$ cat src/rtl/uart_rx.sv
// 8N1 UART receiver: mid-bit sampling re-aligned on every start edge, latency 3+HALF_BIT+9*CLKS_PER_BIT clks from the rx fall.
// No backpressure: every good frame overwrites rx_data with a one-cycle rx_valid strobe.
module uart_rx #(
  parameter int CLKS_PER_BIT = 5208
) (
  input  logic       clk,
  input  logic       rst_n,
  input  logic       rx,
  output logic [7:0] rx_data,
  output logic       rx_valid,
  output logic       rx_frame_err,
  output logic       rx_busy
);

  localparam int HALF_BIT = CLKS_PER_BIT / 2;
  localparam int CNT_W    = $clog2(CLKS_PER_BIT);
  localparam logic [CNT_W-1:0] CNT_BIT_LAST  = CNT_W'(CLKS_PER_BIT - 1);
  localparam logic [CNT_W-1:0] CNT_HALF_LAST = CNT_W'(HALF_BIT - 1);

  typedef enum logic [2:0] {
    S_IDLE,
    S_START,
    S_DATA,
    S_STOP,
    S_BREAK
  } state_e;

  logic             rx_meta_q;
  logic             rx_s_q;
  state_e           state_q, state_d;
  logic [CNT_W-1:0] cnt_q, cnt_d;
  logic [2:0]       idx_q, idx_d;
  logic [7:0]       shift_q, shift_d;
  logic [7:0]       data_q, data_d;
  logic             valid_q, valid_d;
  logic             err_q, err_d;
  logic             busy_q, busy_d;

  logic bit_end;
  logic half_end;

  assign bit_end  = (cnt_q == CNT_BIT_LAST);
  assign half_end = (cnt_q == CNT_HALF_LAST);

  // Synchroniser resets to the idle level so reset release never looks like a start edge.
  always_ff @(posedge clk or negedge rst_n) begin
    if (!rst_n) begin
      rx_meta_q <= 1'b1;
      rx_s_q    <= 1'b1;
    end else begin
      rx_meta_q <= rx;
      rx_s_q    <= rx_meta_q;
    end
  end

  always_ff @(posedge clk or negedge rst_n) begin
    if (!rst_n) begin
      state_q <= S_IDLE;
      cnt_q   <= '0;
      idx_q   <= '0;
      shift_q <= '0;
      data_q  <= '0;
      valid_q <= 1'b0;
      err_q   <= 1'b0;
      busy_q  <= 1'b0;
    end else begin
      state_q <= state_d;
      cnt_q   <= cnt_d;
      idx_q   <= idx_d;
      shift_q <= shift_d;
      data_q  <= data_d;
      valid_q <= valid_d;
      err_q   <= err_d;
      busy_q  <= busy_d;
    end
  end

  always_comb begin
    state_d = state_q;
    case (state_q)
      S_IDLE:  if (!rx_s_q) state_d = S_START;
      S_START: if (half_end) state_d = rx_s_q ? S_IDLE : S_DATA;
      S_DATA:  if (bit_end && (idx_q == 3'd7)) state_d = S_STOP;
      S_STOP:  if (bit_end) state_d = rx_s_q ? S_IDLE : S_BREAK;
      // Hold off start detection until a held-low line or break releases.
      S_BREAK: if (rx_s_q) state_d = S_IDLE;
      default: state_d = S_IDLE;
    endcase
  end

  always_comb begin
    cnt_d   = '0;
    idx_d   = idx_q;
    shift_d = shift_q;
    data_d  = data_q;
    case (state_q)
      S_START: begin
        if (!half_end) cnt_d = cnt_q + 1'b1;
      end
      S_DATA: begin
        if (bit_end) begin
          shift_d = {rx_s_q, shift_q[7:1]};
          idx_d   = idx_q + 3'd1;
        end else begin
          cnt_d = cnt_q + 1'b1;
        end
      end
      S_STOP: begin
        if (bit_end) begin
          if (rx_s_q) data_d = shift_q;
        end else begin
          cnt_d = cnt_q + 1'b1;
        end
      end
      default: ;
    endcase
  end

  always_comb begin
    valid_d = (state_q == S_STOP) && bit_end && rx_s_q;
    err_d   = (state_q == S_STOP) && bit_end && !rx_s_q;
    busy_d  = (state_d != S_IDLE);
  end

  assign rx_data      = data_q;
  assign rx_valid     = valid_q;
  assign rx_frame_err = err_q;
  assign rx_busy      = busy_q;

endmodule
$ cat config.mk
export PLATFORM = sky130hd
export DESIGN_NAME = uart_rx
export DESIGN_NICKNAME = d
export VERILOG_FILES = /design/src/rtl/uart_rx.sv
export SDC_FILE = /design/constraint.sdc
export NUM_CORES = 1
export LEC_CHECK = 0
export ABC_AREA = 1
export CAP_MARGIN = 10
export CORE_MARGIN = 2
export CORE_UTILIZATION = 45
export CTS_BUF_LIST = sky130_fd_sc_hd__clkbuf_8 sky130_fd_sc_hd__clkbuf_16
export CTS_CLUSTER_DIAMETER = 60
export CTS_CLUSTER_SIZE = 25
export DETAILED_ROUTE_END_ITERATION = 6
export HOLD_SLACK_MARGIN = 0.1
export PLACE_DENSITY = 0.65
export SKIP_LAST_GASP = 1
export SLEW_MARGIN = 20
export SYNTH_ARGS = -nofsm -noshare
export SYNTH_HDL_FRONTEND = slang
export SYNTH_SLANG_ARGS = --single-unit
export TNS_END_PERCENT = 30
$ cat constraint.sdc
create_clock -name clk -period 4.56 [get_ports clk]
set_clock_uncertainty 0.05 [all_clocks]
set_input_delay 1.14 -clock clk [delete_from_list [all_inputs] [get_ports clk]]
set_output_delay 1.14 -clock clk [all_outputs]
set_load 0.02 [all_outputs]
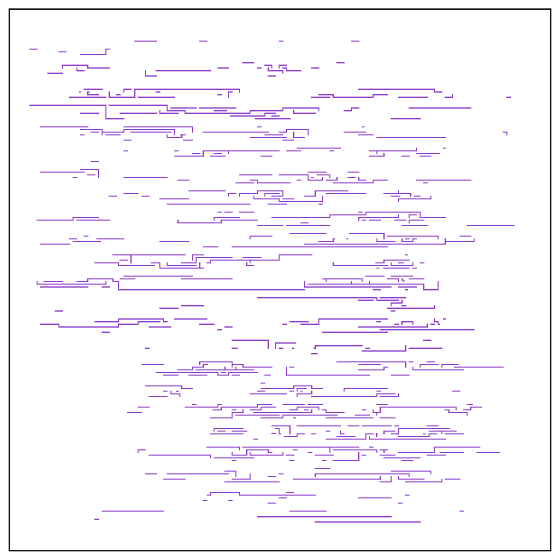
Figure 1: run 1, signal wires on met1.
main direction: horizontal
share of all routed wire: 48%
wire length on this layer: 1510 um
nets with wire on the layer: 218

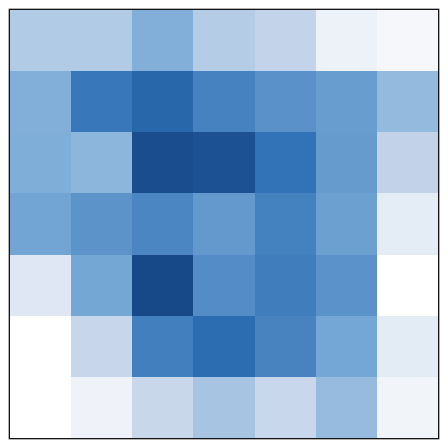
Figure 2: run 1, local utilization.
The die is cut into 7 by 7 equal tiles; white is low, dark blue is high, 0 to 100% covered.
emptiest ninth of the die: south-west
mean over tiles: 44%
fullest tile: 90%
densest ninth of the die: centre

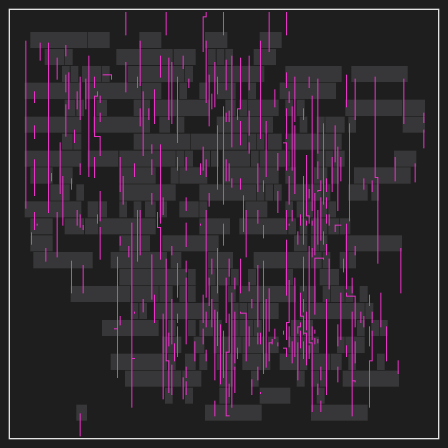
Figure 3: run 1, M2 wires.
share of all routed wire: 46%
nets with wire on the layer: 190
longest straight run: 29.6 um
grt met2 use: 25.1%
vias: 1344

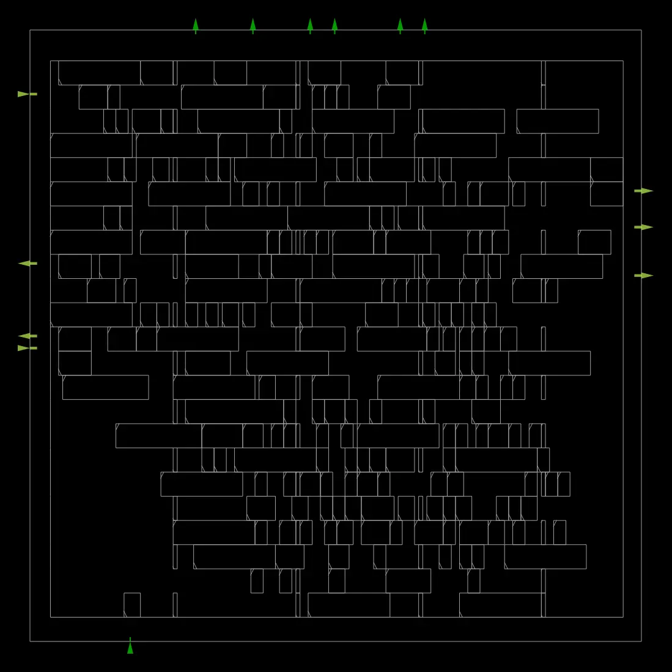
Figure 4: run 1, placed standard cells.
Taps Inserted: 50
Finished Layout Cells: 279

run 1: per-stage QoR:
step,utilization (%),instance area (sq um)
6_report,53.7,2160
5_1_grt,53.7,2160
4_1_cts,53.7,2160
3_5_place_dp,50.7,2040
3_3_place_gp,50.7,2040
2_1_floorplan,-,1890
run 1: cell usage after synthesis:
master	instances	area (sq um)
xor2_1	5	43.8
and3_1	1	6.26
o21ai_1	8	40.0
o21ai_0	1	5.00
nand2_1	49	184
nor2_2	3	18.8
a31oi_1	1	6.26
dfrtp_1	38	951
nand3_2	2	20.0
nand2_2	4	25.0
nor3_2	1	10.0
nor2_1	21	78.8
xnor2_2	1	16.3
nand4_1	2	12.5
buf_6	3	33.8
a21oi_2	2	17.5
inv_1	33	124
inv_2	3	11.3
a21oi_1	2	10.0
dfstp_2	2	52.6
nor2_4	1	11.3
xnor2_1	1	8.76
nand3_1	8	40.0
o21ai_2	7	61.3
ha_1	3	37.5
nand4_4	1	21.3
nor3_1	8	40.0
run 1: cell type report:
class	instances	share of cell area, %
Sequential cell	40	46.4
Multi-Input combinational cell	132	33.0
Inverter	36	6.25
Timing Repair Buffer	13	5.79
Clock buffer	6	3.82
Tap cell	50	2.89
Clock inverter	2	1.79
run 1: report_power, final:
group,switching (mW),leakage [nW],internal [mW]
Clock,0.122,0.0614,0.179
Combinational,0.00703,0.454,0.00125
Sequential,0.00112,0.532,0.356
run 1: sequential cells by signal (all words and copies together), names as in the netlist:
register      flops
rx_meta_q         1
rx_s_q            1
state_q           3
rx_busy           1
rx_frame_err      1
idx_q             3
cnt_q            13
rx_data           8
rx_valid          1
shift_q           8
==> impl_metrics.tcl, run 1 <==
# place-and-route summary
set metrics [dict create \
    tightest_slew_ps 880 \
    grt.met3_usage_pct 3.90 \
    avgSynthCellArea_sq_um 8.94 \
    ys_ff 40 \
    drt-initial-drc-count 103 \
    pre_cts_slack_ps 2430 \
    synthAoiAreaFrac_pct 7.43 \
    area_delta_synth_final_pct 14.6 \
    warnings 26 \
    power_mw 0.666 \
    yosys_area_sq_mm 0.00189 \
    yosysCellCount 211 \
    cp-startpoint "rx_data[6]" \
    post_cts_resized 0 \
    criticalPathCategory "flop to primary output" \
    period_needed_ps 2460 \
    status "finished clean" \
    grt-busiest-layer "met2" \
    cts_root_buf "clkbuf_8" \
    worstReg2RegStart "cnt_q[0]" \
    wl_met3_um 125 \
    hold_buffers 0 \
    chipHeight_um 68.8 \
    setup_violations 0 \
    cp_cell_sequence "clkdlybuf4s50_1" \
    min_to "rx_s_q" \
    critPathMaxFanout 2 \
    totalWireLength_um 3170 \
    drive_gt1_share_pct 15.7 \
    io_pins 14 \
    max_stage_delay_ps 610 \
    clk_path_buf_depth 2 \
    antenna_found_initial 0 \
    cts_max_level 2 \
    use_met1_pct 20.8 \
    via_per_inst 4.82 \
    hold_violations 0 \
    final.period_utilization_pct 54.0 \
    holdPathStages 0 \
    nets 234 \
    regToRegEndpoint "rx_busy" \
    mux_area_share_pct 0 \
    worstRegToRegCells 9 \
    highest_layer "met4" \
    dr_wl_met2_um 1450 \
    clk-insertion-delay-late_ps 290 \
    clock-sinks 40 \
    crit_end "rx_data[6]" \
    drcViolationCount 0 \
    cp.arrival_ps 1270 \
    syn-num-nets 217 \
    grt_pass1_wl_um 5530 \
    overflow 0 \
]
==> run 2, diff against run 1 <==
- clock period: 4.56 -> 2.3 ns (I/O delays scaled with it)
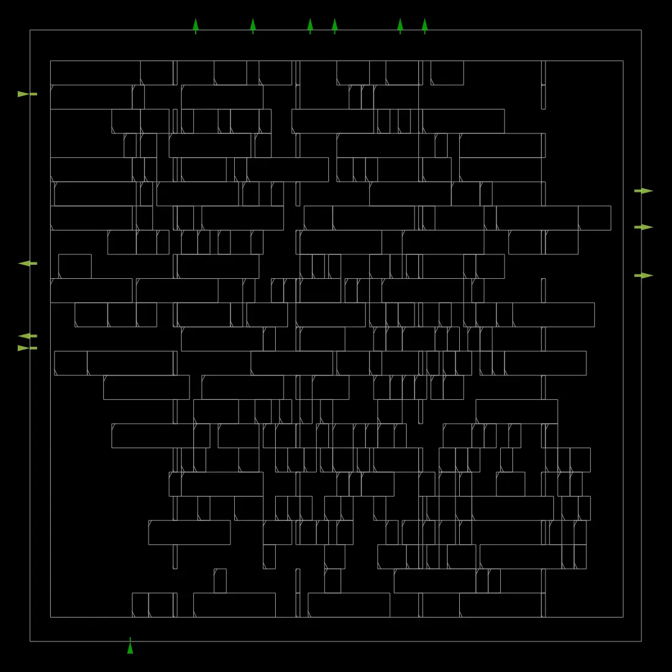
Figure 5: run 2, placed standard cells.
fillcell total: 380
area of the core: 0.00403 sq mm
Util after Layout: 52.9%
num sequential: 40

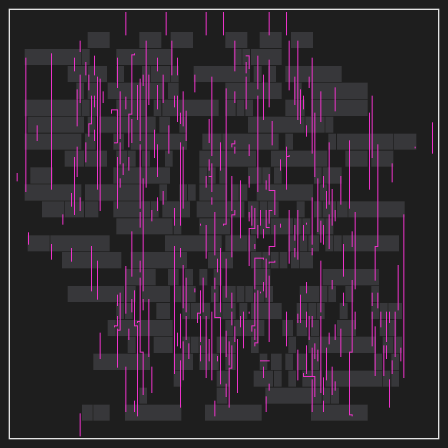
Figure 6: run 2, M2 wires.
wire length on this layer: 1380 um
share of all routed wire: 44%
main direction: vertical
vias: 1304
final wirelength: 3110 um
grt met2 use: 23.9%

==> run 2 against run 1 <==
Setup slack got worse by 1700 ps; utilization decreased by 0.81 points; die area unchanged; register-to-register slack got worse by 2200 ps; global-route usage increased by 0.24 points; first-iteration DRC count increased by 8.7%; clock-buffer cell count decreased by 1; critical endpoint is now rx_data[5]; synthesized area unchanged; critical path depth unchanged; combinational power increased by 110%; sequential cell count unchanged; clock power increased by 46%.
==> impl_metrics.tcl, run 2 <==
# place-and-route summary
set metrics [dict create \
    io_pins 14 \
    chipHeight_um 68.8 \
    drcViolationCount 0 \
    area_delta_synth_final_pct 12.9 \
    cts_root_buf "clkbuf_8" \
    cp_cell_sequence "clkdlybuf4s50_1" \
    clk_path_buf_depth 2 \
    yosys_area_sq_mm 0.00189 \
    top_area_share_pct 50.4 \
    hold_violations 0 \
    worstRegToRegCells 9 \
    crit_end "rx_data[5]" \
    setup_violations 0 \
    flop_cell "dfrtp_1" \
    pre_cts_slack_ps 477 \
    drive_gt1_share_pct 15.7 \
    regMostFlops "cnt_q" \
    warnings 26 \
    yosysCellCount 211 \
    syn-num-nets 217 \
    clk-insertion-delay-late_ps 290 \
    regToRegEndpoint "rx_busy" \
    power_frac_clock_pct 37.6 \
    period_needed_ps 1890 \
    worstReg2RegStart "cnt_q[0]" \
    p_switching_mw 0.249 \
    top_cell "nand2_1" \
    internal_power_mw 0.915 \
    powerClk_mw 0.438 \
    post_cts_resized 0 \
    status "finished clean" \
    p_sw_share_pct 21.4 \
    cp.arrival_ps 1270 \
    cts_max_level 2 \
    async_flop_share_pct 100 \
    nets 235 \
    powerComb_mw 0.0172 \
    tightest_slew_ps 482 \
    avgSynthCellArea_sq_um 8.94 \
    final_cell_count_no_fill 279 \
    synth-edff-count 0 \
    synthTopCellsByCount "nand2_1, dfrtp_1, inv_1" \
    yosys.area.top_type "dfrtp_1" \
    via_per_inst 4.67 \
]
[run 2: cell types whose count changed in the layout (fill, tap and decap cells not counted), sizes merged]
cell / change
bufinv: -1
clkbuf: -1
clkinvlp: +1
buf: +1
[run 2: metal layers]
metal	part of all wire [%]	vias to the layer above	track usage [%]
met5	0	-	0
met2	44	18	23.9
met4	0.87	0	7.35
met3	4.1	2	6.01
met1	51	598	21.9
li1	-	686	-
[run 2: stage by stage]
stage / area [sq um] / hold WS (ps) / utilization [%] / power [mW]
after floorplan: 1890 / 229 / - / 0.722
after global placement: 2050 / 296 / 50.8 / 0.740
after global routing: 2130 / 314 / 52.9 / 1.21
after detailed placement: 2050 / 300 / 50.8 / 0.741
final: 2130 / 275 / 52.9 / 1.16
after CTS: 2130 / 290 / 52.9 / 1.18
[run 2: cells by family after synthesis]
| logic type | Yosys count | synth area share, % |
|---|---|---|
| adders and majority gates | 3 | 1.99 |
| xor gates and xnor gates | 7 | 3.65 |
| AOI/OAI and AO/OA | 21 | 7.43 |
| DFF | 40 | 53.2 |
| and+or+nand+nor | 101 | 24.8 |
| buffers and inverters | 39 | 8.95 |
[run 2: how the worst min path moves through the flow]
stage               startpoint   endpoint  slack [ps]  cells past startpoint
CTS                      rst_n  cnt_q[11]         290                      2
detailed placement   rx_meta_q     rx_s_q         300                      0
finish                   rst_n  cnt_q[11]         280                      2
global route             rst_n  cnt_q[11]         310                      2
global placement     rx_meta_q     rx_s_q         300                      0
floorplan                rst_n   cnt_q[0]         230                      0
[run 2: area by class of cell]
type | instances | area, sq um
fill | 380 | 1900
clock inverter | 2 | 12.5
sequential | 40 | 1000
timing repair buffer | 14 | 133
clock buffer | 5 | 68.8
inverter | 36 | 135
multi-input combinational | 132 | 714
tap | 50 | 62.6
Power and IR drop assume default switching activity.
